**src/rtl/alu_pkg.sv**
```systemverilog
// Shared types for the ALU control sequencer: state encoding, op codes,
// strobe bit positions and the per-state Moore strobe decode.
package alu_pkg;

  typedef enum logic [3:0] {
    IDLE, LOAD_Q, LOAD_M, MUL_ADD, MUL_SHIFT, DIV_SHIFT,
    DIV_ADD, DIV_QBIT, DIV_CORR, OUT_A, OUT_Q, DONE
  } state_e;

  localparam logic OP_MUL = 1'b0;
  localparam logic OP_DIV = 1'b1;

  localparam int C0    = 0;
  localparam int C1    = 1;
  localparam int C2    = 2;
  localparam int C3    = 3;
  localparam int C4    = 4;
  localparam int C5    = 5;
  localparam int C6    = 6;
  localparam int C7    = 7;
  localparam int C8    = 8;
  localparam int C9    = 9;
  localparam int C10   = 10;
  localparam int NSTRB = 11;

  // State-only strobes; the q0/q_m1/a_msb qualified terms are added at the top level.
  function automatic logic [NSTRB-1:0] moore_strb(input state_e s);
    logic [NSTRB-1:0] v;
    v = '0;
    case (s)
      LOAD_Q:    v[C0] = 1'b1;
      LOAD_M:    begin v[C1] = 1'b1; v[C7] = 1'b1; end
      MUL_SHIFT: begin v[C10] = 1'b1; v[C9] = 1'b1; end
      DIV_SHIFT: v[C8] = 1'b1;
      DIV_ADD:   v[C2] = 1'b1;
      DIV_QBIT:  begin v[C4] = 1'b1; v[C9] = 1'b1; end
      DIV_CORR:  v[C2] = 1'b1;
      OUT_A:     v[C5] = 1'b1;
      OUT_Q:     v[C6] = 1'b1;
      default:   v = '0;
    endcase
    return v;
  endfunction

endpackage

```
**src/rtl/alu_ctrl_seq_if.sv**
```systemverilog
// Handshake, datapath status and strobe bundle between the ALU datapath
// (master side) and the control sequencer (slave side).
interface alu_ctrl_seq_if #(
  parameter int W  = 64,
  parameter int CW = $clog2(W) + 1
);
  logic          start;
  logic          op;
  logic          q0;
  logic          q_m1;
  logic          a_msb;
  logic          m_zero;
  logic          c0, c1, c2, c3, c4, c5, c6, c7, c8, c9, c10;
  logic [CW-1:0] cnt;
  logic          busy;
  logic          done;
  logic          div0_err;

  modport master (
    output start, op, q0, q_m1, a_msb, m_zero,
    input  c0, c1, c2, c3, c4, c5, c6, c7, c8, c9, c10,
    input  cnt, busy, done, div0_err
  );

  modport slave (
    input  start, op, q0, q_m1, a_msb, m_zero,
    output c0, c1, c2, c3, c4, c5, c6, c7, c8, c9, c10,
    output cnt, busy, done, div0_err
  );
endinterface

```
**src/rtl/alu_iter_cnt.sv**
```systemverilog
// Iteration counter for the sequencer: synchronous clear, saturating
// increment and a last-iteration flag (count == W-1 before increment).
module alu_iter_cnt #(
  parameter int W  = 64,
  parameter int CW = $clog2(W) + 1
) (
  input  logic          clk,
  input  logic          rst,
  input  logic          clr_i,
  input  logic          inc_i,
  output logic [CW-1:0] cnt_o,
  output logic          last_o
);
  logic [CW-1:0] cnt_q, cnt_d;

  always_comb begin
    cnt_d = cnt_q;
    if (clr_i)
      cnt_d = '0;
    else if (inc_i && cnt_q != CW'(W))
      cnt_d = cnt_q + CW'(1);
  end

  always_ff @(posedge clk) begin
    if (rst)
      cnt_q <= '0;
    else
      cnt_q <= cnt_d;
  end

  assign cnt_o  = cnt_q;
  assign last_o = (cnt_q == CW'(W - 1));
endmodule

```
**src/rtl/alu_ctrl_seq.sv**
```systemverilog
// ALU control sequencer: Booth multiply / non-restoring divide strobe FSM.
// Optional ALU_CTRL_DIV0_DETECT_EN short-circuits divide-by-zero to DONE.
module alu_ctrl_seq
  import alu_pkg::*;
#(
  parameter int W  = 64,
  parameter int CW = $clog2(W) + 1
) (
  input  logic          clk,
  input  logic          rst,
  alu_ctrl_seq_if.slave bus
);
  state_e           state_q, state_d;
  logic             op_q;
  logic [NSTRB-1:0] strb_q;
  logic             busy_q;
  logic             done_q;
  logic             last;
  logic [CW-1:0]    cnt_w;
  logic             mul_add, div_add;

  alu_iter_cnt #(.W(W), .CW(CW)) u_cnt (
    .clk    (clk),
    .rst    (rst),
    .clr_i  (state_q == LOAD_Q),
    .inc_i  (state_q == MUL_SHIFT || state_q == DIV_QBIT),
    .cnt_o  (cnt_w),
    .last_o (last)
  );

  always_comb begin
    state_d = state_q;
    case (state_q)
      IDLE:      if (bus.start) state_d = LOAD_Q;
      LOAD_Q:    state_d = LOAD_M;
`ifdef ALU_CTRL_DIV0_DETECT_EN
      LOAD_M:    if (op_q == OP_DIV && bus.m_zero) state_d = DONE;
                 else state_d = (op_q == OP_MUL) ? MUL_ADD : DIV_SHIFT;
`else
      LOAD_M:    state_d = (op_q == OP_MUL) ? MUL_ADD : DIV_SHIFT;
`endif
      MUL_ADD:   state_d = MUL_SHIFT;
      MUL_SHIFT: state_d = last ? OUT_A : MUL_ADD;
      DIV_SHIFT: state_d = DIV_ADD;
      DIV_ADD:   state_d = DIV_QBIT;
      DIV_QBIT:  if (last) state_d = bus.a_msb ? DIV_CORR : OUT_Q;
                 else state_d = DIV_SHIFT;
      DIV_CORR:  state_d = OUT_Q;
      OUT_A:     state_d = (op_q == OP_MUL) ? OUT_Q : DONE;
      OUT_Q:     state_d = (op_q == OP_MUL) ? DONE : OUT_A;
      DONE:      state_d = IDLE;
      default:   state_d = IDLE;
    endcase
  end

  // Moore strobes, busy and done are registered from the next state.
  always_ff @(posedge clk) begin
    if (rst) begin
      state_q <= IDLE;
      op_q    <= OP_MUL;
      strb_q  <= '0;
      busy_q  <= 1'b0;
      done_q  <= 1'b0;
    end else begin
      state_q <= state_d;
      strb_q  <= moore_strb(state_d);
      busy_q  <= (state_d != IDLE);
      done_q  <= (state_d == DONE);
      if (state_q == IDLE && bus.start)
        op_q <= bus.op;
    end
  end

`ifdef ALU_CTRL_DIV0_DETECT_EN
  logic div0_q;
  always_ff @(posedge clk) begin
    if (rst)
      div0_q <= 1'b0;
    else if (state_d == LOAD_Q)
      div0_q <= 1'b0;
    else if (state_q == LOAD_M && op_q == OP_DIV && bus.m_zero)
      div0_q <= 1'b1;
  end
  assign bus.div0_err = div0_q;
`else
  logic unused_m_zero;
  assign unused_m_zero = bus.m_zero;
  assign bus.div0_err  = 1'b0;
`endif

  assign mul_add = (state_q == MUL_ADD);
  assign div_add = (state_q == DIV_ADD);

  assign bus.c0   = strb_q[C0];
  assign bus.c1   = strb_q[C1];
  assign bus.c2   = strb_q[C2] | (mul_add & (bus.q0 ^ bus.q_m1));
  // Booth 10 subtracts; divide subtracts M while A is non-negative.
  assign bus.c3   = strb_q[C3] | (mul_add & bus.q0 & ~bus.q_m1) | (div_add & ~bus.a_msb);
  assign bus.c4   = strb_q[C4];
  assign bus.c5   = strb_q[C5];
  assign bus.c6   = strb_q[C6];
  assign bus.c7   = strb_q[C7];
  assign bus.c8   = strb_q[C8];
  assign bus.c9   = strb_q[C9];
  assign bus.c10  = strb_q[C10];
  assign bus.cnt  = cnt_w;
  assign bus.busy = busy_q;
  assign bus.done = done_q;
endmodule

```
**src/flat_wrapper.sv**
```systemverilog
// flat-port wrapper written by rule: the top's interface ports become plain ports
module alu_ctrl_seq_flat import alu_pkg::*;
#(
  parameter int W  = 64,
  parameter int CW = $clog2(W) + 1
)
  (clk, rst, bus_start, bus_op, bus_q0, bus_q_m1, bus_a_msb, bus_m_zero, bus_c0, bus_c1, bus_c2, bus_c3, bus_c4, bus_c5, bus_c6, bus_c7, bus_c8, bus_c9, bus_c10, bus_cnt, bus_busy, bus_done, bus_div0_err);
  alu_ctrl_seq_if #(.W(W), .CW(CW)) bus_i ();
  input  logic clk;
  input  logic rst;
  input wire logic [$bits(bus_i.start)-1:0] bus_start;
  input wire logic [$bits(bus_i.op)-1:0] bus_op;
  input wire logic [$bits(bus_i.q0)-1:0] bus_q0;
  input wire logic [$bits(bus_i.q_m1)-1:0] bus_q_m1;
  input wire logic [$bits(bus_i.a_msb)-1:0] bus_a_msb;
  input wire logic [$bits(bus_i.m_zero)-1:0] bus_m_zero;
  output wire logic [$bits(bus_i.c0)-1:0] bus_c0;
  output wire logic [$bits(bus_i.c1)-1:0] bus_c1;
  output wire logic [$bits(bus_i.c2)-1:0] bus_c2;
  output wire logic [$bits(bus_i.c3)-1:0] bus_c3;
  output wire logic [$bits(bus_i.c4)-1:0] bus_c4;
  output wire logic [$bits(bus_i.c5)-1:0] bus_c5;
  output wire logic [$bits(bus_i.c6)-1:0] bus_c6;
  output wire logic [$bits(bus_i.c7)-1:0] bus_c7;
  output wire logic [$bits(bus_i.c8)-1:0] bus_c8;
  output wire logic [$bits(bus_i.c9)-1:0] bus_c9;
  output wire logic [$bits(bus_i.c10)-1:0] bus_c10;
  output wire logic [$bits(bus_i.cnt)-1:0] bus_cnt;
  output wire logic [$bits(bus_i.busy)-1:0] bus_busy;
  output wire logic [$bits(bus_i.done)-1:0] bus_done;
  output wire logic [$bits(bus_i.div0_err)-1:0] bus_div0_err;
  assign bus_i.start = bus_start;
  assign bus_i.op = bus_op;
  assign bus_i.q0 = bus_q0;
  assign bus_i.q_m1 = bus_q_m1;
  assign bus_i.a_msb = bus_a_msb;
  assign bus_i.m_zero = bus_m_zero;
  assign bus_c0 = bus_i.c0;
  assign bus_c1 = bus_i.c1;
  assign bus_c2 = bus_i.c2;
  assign bus_c3 = bus_i.c3;
  assign bus_c4 = bus_i.c4;
  assign bus_c5 = bus_i.c5;
  assign bus_c6 = bus_i.c6;
  assign bus_c7 = bus_i.c7;
  assign bus_c8 = bus_i.c8;
  assign bus_c9 = bus_i.c9;
  assign bus_c10 = bus_i.c10;
  assign bus_cnt = bus_i.cnt;
  assign bus_busy = bus_i.busy;
  assign bus_done = bus_i.done;
  assign bus_div0_err = bus_i.div0_err;
  alu_ctrl_seq #(.W(W), .CW(CW)) u_core (.clk(clk), .rst(rst), .bus(bus_i));
endmodule
```
**config.mk**
```make
export PLATFORM = sky130hd
export DESIGN_NAME = alu_ctrl_seq_flat
export DESIGN_NICKNAME = d
export VERILOG_FILES = /design/src/rtl/alu_pkg.sv /design/src/rtl/alu_ctrl_seq_if.sv /design/src/rtl/alu_iter_cnt.sv /design/src/rtl/alu_ctrl_seq.sv /design/src/flat_wrapper.sv
export SDC_FILE = /design/constraint.sdc
export NUM_CORES = 1
export LEC_CHECK = 0
export ABC_AREA = 1
export CAP_MARGIN = 25
export CORE_UTILIZATION = 48
export DETAILED_ROUTE_END_ITERATION = 7
export PLACE_DENSITY = 0.85
export SYNTH_ARGS = -nofsm -noshare
export SYNTH_HDL_FRONTEND = slang
export SYNTH_SLANG_ARGS = --single-unit
```
**constraint.sdc**
```tcl
create_clock -name clk -period 1.6 [get_ports clk]
set_input_delay 0.32 -clock clk [delete_from_list [all_inputs] [get_ports clk]]
set_output_delay 0.32 -clock clk [all_outputs]
set_load 0.05 [all_outputs]
```
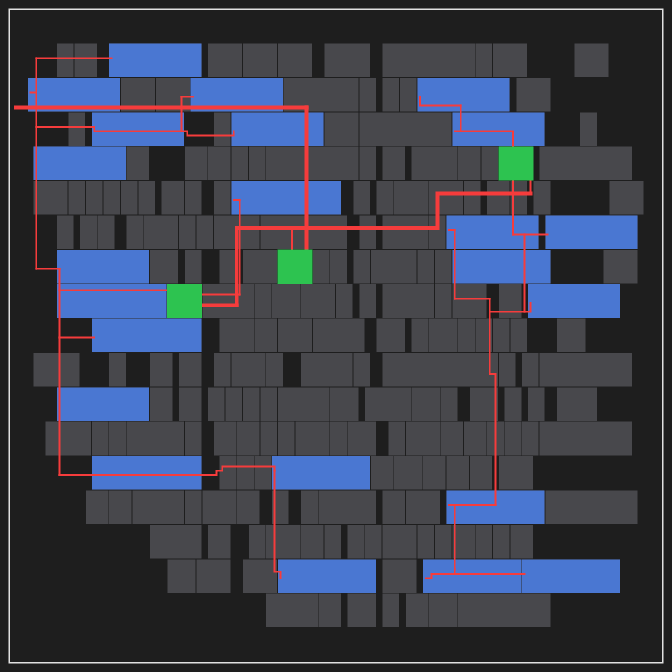
(run_1/clock_map.png)
cells driving clock nets: shown in green, count 3. flip-flops: shown in blue, count 23. clock wires: shown in red, length 271 microns.
There are 4 routed clock nets. Position of the flops: all over the die.
Max Clock Skew: 7.60 ps
P_clk: 0.285 mW
Clk network pwr share: 17.4%
clk ins delay skew pair: 330 ps

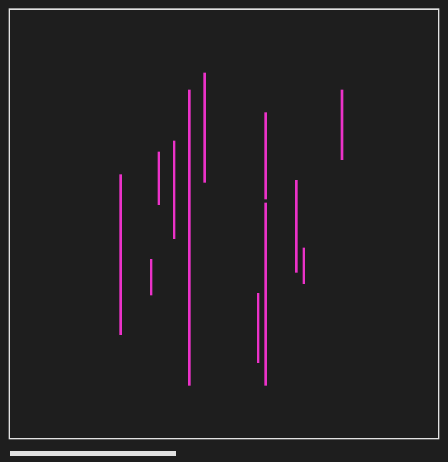
(run_1/met4.png)
Bar = 20 microns.
The layer carries 152 microns of wire. The wires run mostly vertical. The layer holds 4.0% of the routed length. 12 nets have wire on it. The longest straight run is 35.4 microns.
WL final: 3.79 mm
vias: 1362

==> impl_metrics.py, run 1 <==
# Flow results
metrics = {
    "outcome": {
        "status": "finished, violations left",
        "violations": "setup timing",
    },
    "cells_and_area": {
        "stdcell_count": 246,
        "finalNetCount": 229,
        "diodes": 0,
    },
    "critical_path": {
        "arrival_ps": 1330,
        "crit_fanout": 2,
        "crit_required_ps": 1280,
        "start_kind": "input pin",
        "worstReg2RegEnd": "u_core.u_cnt.cnt_o[3]",
    },
    "synthesis": {
        "post-synth-top-count-cell": "nand2_1",
        "yosys.area.top_type_share_pct": 39.0,
        "syn-num-nets": 186,
        "synth_stat.cells": 176,
        "yosys.stat.seqShare_pct": 39.0,
        "synth.avg_cell_area_sq_um": 6.70,
        "flop_cell": "dfxtp_1",
        "yosys_area_sq_um": 1180,
        "syn_area_sq_um": 1180,
        "common_cells": "nand2_1 (43), nor2_1 (28), dfxtp_1 (23), inv_1 (23), nand3_1 (12)",
        "async_reset_ff_share_pct": 0,
    },
    "place": {
        "gp_congestion": 0.914,
        "placed_cells": 228,
    },
    "routing": {
        "wl_met2_mm": 2.05,
        "wl_per_cell_microns": 15.4,
        "vias_per_cell": 5.54,
        "ant_nets": 0,
        "drc": 0,
    },
    "cts": {
        "clock-root-buffer": "clkbuf_4",
        "clk_pin_slew_ps": 130,
    },
    "hold_path": {
        "holdPathStages": 2,
        "worst_hold_path_type": "reg2reg",
        "hp-start": "u_core.op_q",
    },
    "grt": {
        "antenna_found_initial": 0,
        "grtUsageTotal_pct": 28.5,
    },
    "pwr": {
        "internal-power_mw": 0.959,
        "p_sw_mw": 0.677,
        "finalPower_mw": 1.64,
    },
    "final_timing": {
        "max_freq_mhz": 607,
        "setup_ws_ps": -46.9,
        "rsz0062_at_grt": "true",
        "finalSetupViolations": 2,
    },
    "job": {
        "cap_violations": 0,
    },
}
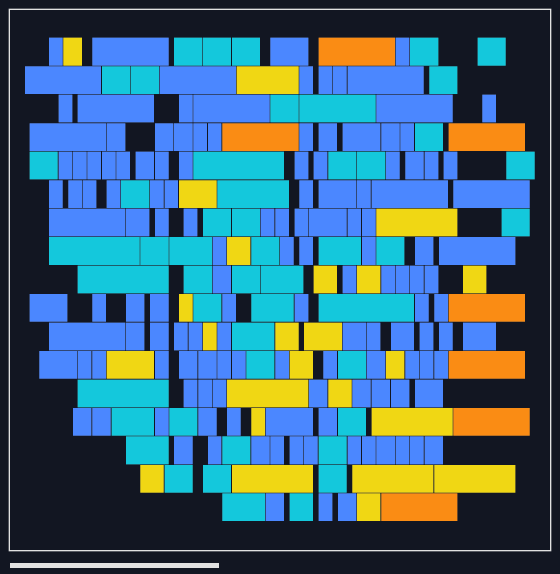
(run_1/drive_strength.png)
Bar = 20 microns.
drive 6 and up: shown in orange, cells 7, share 3.2%. drive 2: shown in yellow, cells 24, share 11%. drive 3 to 4: shown in cyan, cells 49, share 22%. drive 1 or less: shown in blue, cells 138, share 63%.
design area: 1760 sq um
synthesis-to-finish area growth: 49.3%

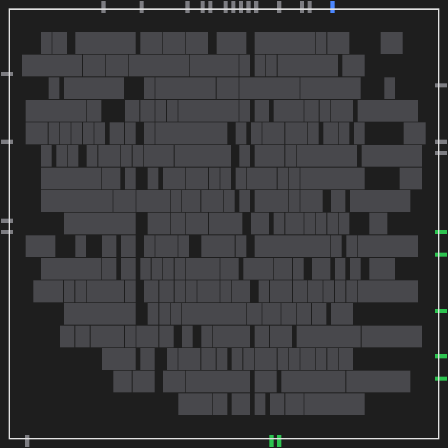
(run_1/pins.png)
Pins as bars across the die edge, other pins in gray.
`bus_cnt`: shown in green, pins 7, direction output, edge 5 right, 2 bottom. `bus_c4`: shown in blue, pins 1, direction output, edge top.
All pins by edge: 14 top, 8 right, 4 left, 3 bottom.
Die Wd: 51.6 microns
Die H: 51.6 microns
I/O Buffers: 26

[run 1: final cells by class]
cell class | instances | area (sq um)
Tap cell | 28 | 35.0
Fill cell | 142 | 493
Multi-Input combinational cell | 123 | 693
Inverter | 26 | 103
Clock inverter | 1 | 7.51
Clock buffer | 3 | 22.5
Sequential cell | 23 | 483
Timing Repair Buffer | 42 | 418
[run 1: cell usage in the layout, fill, tap and decap left out, types with 2 or more instances in the layout]
master | synthesis | routed
inv_2 | 1 | 3
nand3_2 | 1 | 2
nand4_1 | 3 | 3
dfxtp_2 | 0 | 6
nor2_1 | 28 | 24
nand2_2 | 4 | 6
nand2_4 | 1 | 4
nor3_1 | 4 | 4
dfxtp_4 | 0 | 4
nor2_2 | 1 | 3
clkdlybuf4s50_1 | 0 | 6
clkbuf_4 | 0 | 3
nand3_1 | 12 | 11
buf_12 | 0 | 7
o21ai_0 | 6 | 6
inv_1 | 23 | 20
dfxtp_1 | 23 | 13
nor2_4 | 2 | 4
clkinv_2 | 2 | 2
a21oi_1 | 9 | 9
buf_4 | 2 | 29
nand2_1 | 43 | 38
[run 1: state kept, by name, summed over array words and instances (netlist names)]
signal	count
u_core.bus.busy	1
u_core.bus.done	1
u_core.op_q	1
u_core.state_q	4
u_core.strb_q	9
u_core.u_cnt.cnt_o	7
[run 1: per-stage QoR]
step	setup WS, ps	hold WS (ps)	cell area (sq um)	util [%]	setup TNS (ps)
after floorplan	5.38	458	1190	-	0
after global placement	36.9	482	1520	67.4	0
after detailed placement	5.11	490	1520	67.4	0
after CTS	-9.29	510	1690	75.1	-11.1
after global routing	-90.9	562	1760	78.1	-182
final	-46.9	530	1760	78.1	-60.8
[run 1: routing by layer]
| metal | vias up | track usage, % |
|---|---|---|
| met4 | 0 | 13.5 |
| met5 | - | 0 |
| li1 | 629 | - |
| met3 | 25 | 8.77 |
| met1 | 630 | 27.2 |
| met2 | 78 | 54.5 |
[run 1: power groups by stage]
stage	registers [mW]	clock network, mW	logic (mW)
floorplan	0.752	0	0.323
global placement	0.669	0	0.532
detailed placement	0.674	0	0.551
CTS	0.670	0.288	0.641
global route	0.682	0.317	0.727
finish	0.676	0.285	0.674
[run 1: cells by family after synthesis]
logic type	share of synthesized area (%)
xor+xnor	1.48
fa+ha+maj	2.12
simple gates	39.0
buf+inv	10.5
flops	39.0
compound gates	7.53
other cells	0.318
[run 1: worst max path at each step]
stage	from	to	slack, ps
2_1_floorplan	u_core.u_cnt.cnt_o[5]	u_core.bus.busy	5
3_3_place_gp	bus_q0	bus_c3	40
3_5_place_dp	bus_q0	bus_c3	5
4_1_cts	u_core.state_q[2]	bus_c3	-9
5_1_grt	u_core.state_q[2]	bus_c3	-90
6_report	bus_q0	bus_c3	-50
[run 1: worst max-delay path: stages]
cell and delay, ps:
clkdlybuf4s50_1 540, nand2_1 110, o22ai_4 200, buf_12 160
[run 1: what timing repair did]
action | CTS | global route
setup endpoints to repair | 2 | 8
cloned | 0 | 0
hold buffers | 0 | 0
hold endpoints to repair | 0 | 0
gates resized | 22 | 12
setup buffers | 11 | 3
pin swaps | 6 | 7
==> run 2: changes to the inputs <==
CTS_CLUSTER_DIAMETER = 60   (was not set)
GPL_TIMING_DRIVEN = 1   (was not set)
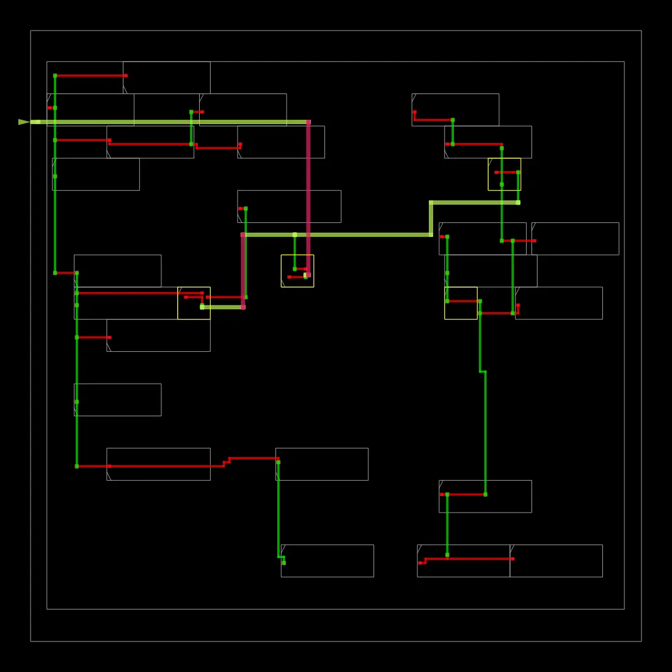
(run_2/final_clocks.png)
Seq cells: 23
clock buffers: 3

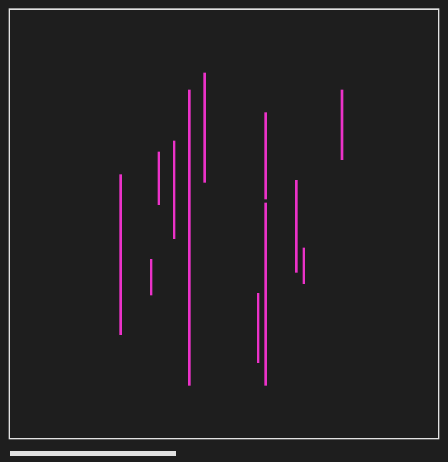
(run_2/met4.png)
Bar = 20 microns.
The layer carries 152 microns of wire. The longest straight run is 35.4 microns. 12 nets have wire on it.

==> impl_metrics.py, run 2 <==
# Flow results
metrics = {
    "outcome": {
        "status": "finished, violations left",
        "violations": "setup timing",
    },
    "cts": {
        "hold_buffers": 0,
        "clock_latency_ps": 330,
        "clk_pin_slew_ps": 130,
        "clock-root-buffer": "clkbuf_4",
    },
    "final_timing": {
        "rsz0062_at_grt": "true",
        "setup_ws_ps": -46.9,
        "max_freq_mhz": 607,
        "tns_ps": -60.8,
        "hold_ws_ps": 530,
        "finalSetupViolations": 2,
    },
    "critical_path": {
        "crit_fanout": 2,
        "start_kind": "input pin",
        "arrival_ps": 1330,
        "cp_slowest_stage_delay_ps": 540,
        "crit_path_top_delay_cell": "clkdlybuf4s50_1",
    },
    "cells_and_area": {
        "diodes": 0,
        "seq_area_sq_um": 483,
        "n_fill_cell": 142,
        "largest_reg_flops": 9,
        "final-comb-area_sq_um": 693,
        "finalNetCount": 229,
        "regMostFlops": "u_core.strb_q",
        "layout_top_cells": "nand2_1 (38), buf_4 (29), nor2_1 (24)",
    },
    "synthesis": {
        "yosys_register_bits": 23,
        "yosys_area_sq_um": 1180,
        "synth.avg_cell_area_sq_um": 6.70,
        "async_reset_ff_share_pct": 0,
        "syn-num-nets": 186,
        "synth_stat.cells": 176,
        "syn_area_sq_um": 1180,
        "common_cells": "nand2_1 (43), nor2_1 (28), dfxtp_1 (23), inv_1 (23), nand3_1 (12)",
        "yosys.area.top_type_share_pct": 39.0,
    },
    "routing": {
        "wirelength_mm": 3.79,
        "wl_per_cell_microns": 15.4,
        "vias_per_cell": 5.54,
        "num_vias": 1362,
        "ant_nets": 0,
    },
    "job": {
        "cap_violations": 0,
    },
    "floorplan": {
        "die_x_microns": 51.6,
        "fp.dieH_microns": 51.6,
    },
    "place": {
        "port_buffers": 26,
    },
    "grt": {
        "antenna_found_initial": 0,
    },
}
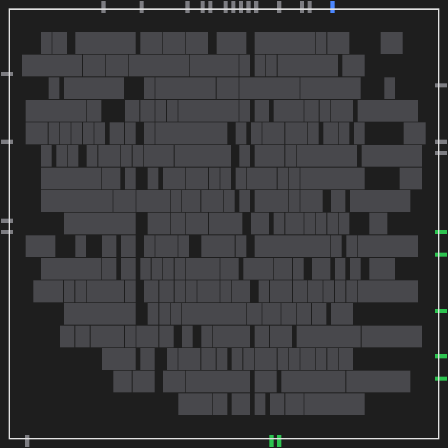
(run_2/pins.png)
Pins as bars across the die edge, other pins in gray.
`bus_cnt`: shown in green, pins 7, direction output, edge 5 right, 2 bottom. `bus_c4`: shown in blue, pins 1, direction output, edge top.

run 2: cell counts in the layout (fill, tap and decap cells not counted):
Identical to the previous run, type by type.
run 2: worst paths after layout:
check,cells after the start,slack (ps),endpoint,startpoint
worst min register to register,2,530,u_core.op_q,u_core.op_q
worst max register to register,9,80,u_core.u_cnt.cnt_o[3],u_core.u_cnt.cnt_o[0]
worst max-delay path,4,-50,bus_c3,bus_q0
worst min-delay path,2,530,u_core.op_q,u_core.op_q
run 2: timing repair:
item	4_1_cts	5_1_grt
pin swaps	6	7
setup buffers	11	3
cloned	0	0
setup endpoints to repair	2	8
resized	22	12
run 2: final cells by class:
type	instances	share of cell area, %
multi-input cells	123	39.3
inverters	26	5.82
flip-flops and latches	23	27.4
clock buffers	3	1.28
repair buffers	42	23.7
clock inverters	1	0.426
well taps	28	1.99
run 2: logic make-up after synthesis:
family                   after synthesis  synth area share, %
flip-flops                            23                 39.0
AND/OR/NAND/NOR                      101                 39.0
XOR/XNOR                               2                 1.48
other                                  1                0.318
buffers and inverters                 30                 10.5
adder cells (fa/ha/maj)                2                 2.12
AND-OR/OR-AND                         17                 7.53
run 2: layer usage:
metal | share of wire, % | vias to the layer above | track usage [%]
li1 | - | 629 | -
met1 | 35 | 630 | 27.2
met2 | 54 | 78 | 54.5
met3 | 6.9 | 25 | 8.77
met4 | 4.0 | 0 | 13.5
met5 | 0 | - | 0
run 2: power breakdown:
group          switching [mW]  internal (mW)  total, mW
clock network           0.189         0.0959      0.285
logic                   0.438          0.236      0.674
registers              0.0500          0.626      0.676
total                   0.677          0.959       1.64
run 2: stage by stage:
| stage | utilization (%) | cell area [sq um] | setup slack, ps | power, mW | instances |
|---|---|---|---|---|---|
| after floorplan | - | 1190 | 5.38 | 1.08 | 176 |
| after global placement | 67.4 | 1520 | 36.9 | 1.20 | 228 |
| after detailed placement | 67.4 | 1520 | 5.11 | 1.22 | 228 |
| after CTS | 75.1 | 1690 | -9.29 | 1.60 | 243 |
| after global routing | 78.1 | 1760 | -90.9 | 1.73 | 246 |
| final | 78.1 | 1760 | -46.9 | 1.64 | 246 |
run 2: critical path, delay by kind of cell:
| family | cells | cell delay (ps) |
|---|---|---|
| buffers and inverters | 2 | 700 |
| AND-OR/OR-AND | 1 | 200 |
| AND/OR/NAND/NOR | 1 | 110 |
==> run_2/clock_map.png <==
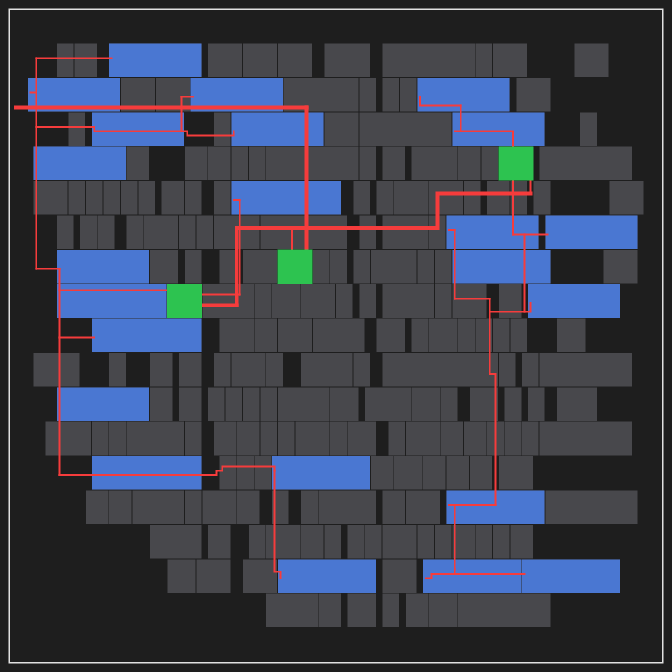

==> run 3: changes to the inputs <==
MAX_ROUTING_LAYER = met4   (was not set)
SYNTH_HIERARCHICAL = 1   (was not set)
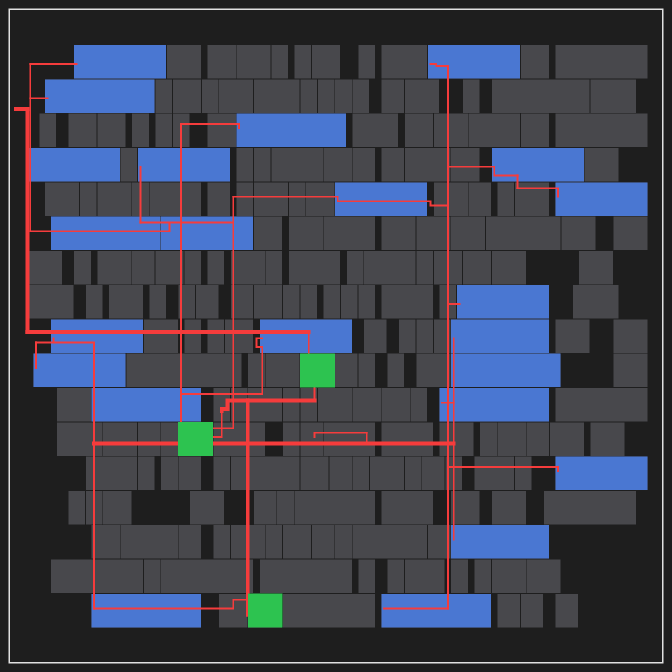
(run_3/clock_map.png)
cells driving clock nets: shown in green, count 3. clock wires: shown in red, length 363 microns. flip-flops: shown in blue, count 23.
Position of the flops: all over the die. There are 4 routed clock nets.
P_clk: 0.309 mW
Clk network pwr share: 16.9%
Max Clock Skew: 5.38 ps

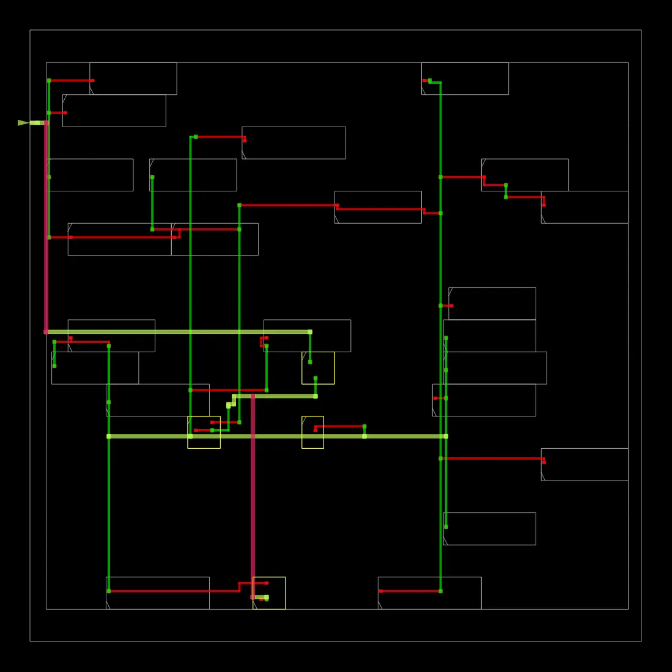
(run_3/final_clocks.png)
Num CTS Buffers: 3
CTS sink count: 23

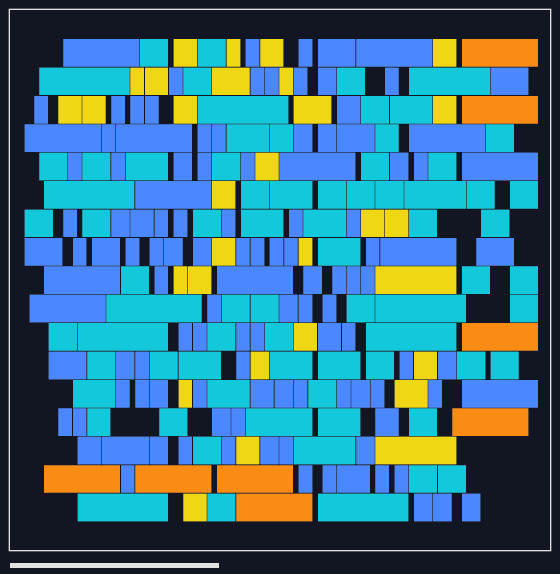
(run_3/drive_strength.png)
Bar = 20 microns.
drive 3 to 4: shown in cyan, cells 73, share 32%. drive 6 and up: shown in orange, cells 8, share 3.5%. drive 2: shown in yellow, cells 30, share 13%. drive 1 or less: shown in blue, cells 116, share 51%.
synthesis-to-finish area growth: 63.0%
setup ws final: -86.7 ps
design area: 1930 sq um
Signal buffers: 55

==> impl_metrics.py, run 3 <==
# Flow results
metrics = {
    "final_timing": {
        "rsz0062_at_grt": "true",
        "max_freq_mhz": 593,
        "setup_ws_ps": -86.7,
        "finalSetupViolations": 5,
    },
    "synthesis": {
        "common_cells": "nand2_1 (41), nor2_1 (32), dfxtp_1 (23), inv_1 (20), nand3_1 (15)",
        "syn_area_sq_um": 1190,
        "post-synth-top-count-cell": "nand2_1",
        "synth_stat.cells": 174,
        "async_reset_ff_share_pct": 0,
        "synth.avg_cell_area_sq_um": 6.82,
        "yosys_register_bits": 23,
        "yosys.stat.seqShare_pct": 38.8,
        "yosys.area.top_type_share_pct": 38.8,
    },
    "cells_and_area": {
        "regMostFlops": "u_core/strb_q",
        "n_fill_cell": 117,
        "layout_top_cells": "buf_4 (41), nand2_1 (30), nor2_1 (21)",
        "utilization_pct": 84.9,
        "final-comb-area_sq_um": 756,
        "finalNetCount": 238,
        "lay_top_count": "buf_4",
        "diodes": 0,
    },
    "job": {
        "cap_violations": 0,
    },
    "pwr": {
        "finalPower_mw": 1.83,
        "seqPwrFrac_pct": 37.1,
        "comb_power_share_pct": 46.0,
        "internal-power_mw": 1.02,
    },
    "grt": {
        "grtUsageTotal_pct": 33.5,
        "antenna_found_initial": 0,
    },
    "floorplan": {
        "fp.dieH_microns": 51.7,
        "die_x_microns": 51.7,
    },
    "cts": {
        "hold_buffers": 0,
    },
    "hold_path": {
        "worst_hold_path_type": "in2reg",
    },
    "outcome": {
        "violations": "setup timing",
        "status": "finished, violations left",
    },
    "routing": {
        "wirelength_mm": 4.58,
        "num_vias": 1488,
        "wl_per_cell_microns": 18.0,
        "drc": 0,
    },
    "place": {
        "gp_congestion": 1.00,
        "dp_slack_ps": -12.5,
    },
}
run 3: cell types whose count changed in the layout (fill, tap and decap cells not counted), moves of 4 or more:
| cell | before | now |
|---|---|---|
| a21oi_1 | 9 | 5 |
| buf_4 | 29 | 41 |
| dfxtp_2 | 6 | 2 |
| dfxtp_4 | 4 | 8 |
| inv_1 | 20 | 14 |
| nand2_1 | 38 | 30 |
| nor2_2 | 3 | 12 |
| nor3_1 | 4 | 0 |
| o21ai_0 | 6 | 2 |
run 3: metal layers:
layer	up-vias	wire length [microns]	track usage (%)
met5	-	0	-
met4	0	289	26.6
met3	43	493	7.60
met2	131	2180	53.5
met1	668	1620	35.6
li1	646	-	-
run 3: worst paths after layout:
check | from | endpoint | slack [ps]
hold / removal | bus_op | u_core/op_q | 580
hold reg to reg | u_core/op_q | u_core/op_q | 590
setup reg to reg | u_core/state_q[1] | u_core/bus.busy | -90
setup / recovery | u_core/state_q[1] | u_core/bus.busy | -90
run 3: power by group through the flow:
stage / Combinational [mW] / Clock [mW] / Sequential (mW)
floorplan: 0.309 / 0 / 0.750
global placement: 0.566 / 0 / 0.663
detailed placement: 0.588 / 0 / 0.668
CTS: 0.669 / 0.290 / 0.671
global route: 0.887 / 0.330 / 0.681
finish: 0.840 / 0.309 / 0.678
run 3: logic make-up (layout without fill, tap and decap cells):
logic type	Yosys count	after routing	synth area share [%]
AOI/OAI and AO/OA	13	13	6.12
xor gates and xnor gates	1	1	0.739
adders and majority gates	2	2	2.11
buffers and inverters	29	82	11.4
DFF	23	23	38.8
other	1	1	0.316
and+or+nand+nor	105	105	40.5
run 3: worst max-delay path: stages (launching register included):
cell and delay (ps):
dfxtp_4 420, inv_4 50, buf_4 140, nand2_1 130
nand2_1 130, nand2_1 110, nand3_1 130, nor2_2 210
nand2_1 100, nor2_2 120, nor2_1 60
run 3: cell type report:
class,count,share of cell area (%)
inverters,23,4.85
clock buffers,3,1.17
clock inverters,1,0.259
repair buffers,55,27.3
multi-input cells,122,39.1
flip-flops and latches,23,25.5
well taps,28,1.81
run 3: per-stage QoR:
step / cell area [sq um] / hold slack (ps) / instances / setup TNS [ps]
after floorplan: 1220 / 393 / 174 / 0
after global placement: 1630 / 507 / 237 / 0
after detailed placement: 1630 / 514 / 237 / -12.5
after CTS: 1780 / 538 / 249 / -111
after global routing: 1930 / 602 / 255 / -570
final: 1930 / 581 / 255 / -249
run 3: timing repair:
item | CTS | global route
endpoints found under the setup margin | 5 | 10
pin swaps | 8 | 16
gates resized | 24 | 31
buffers inserted | 8 | 7
Power and IR drop assume default switching activity.
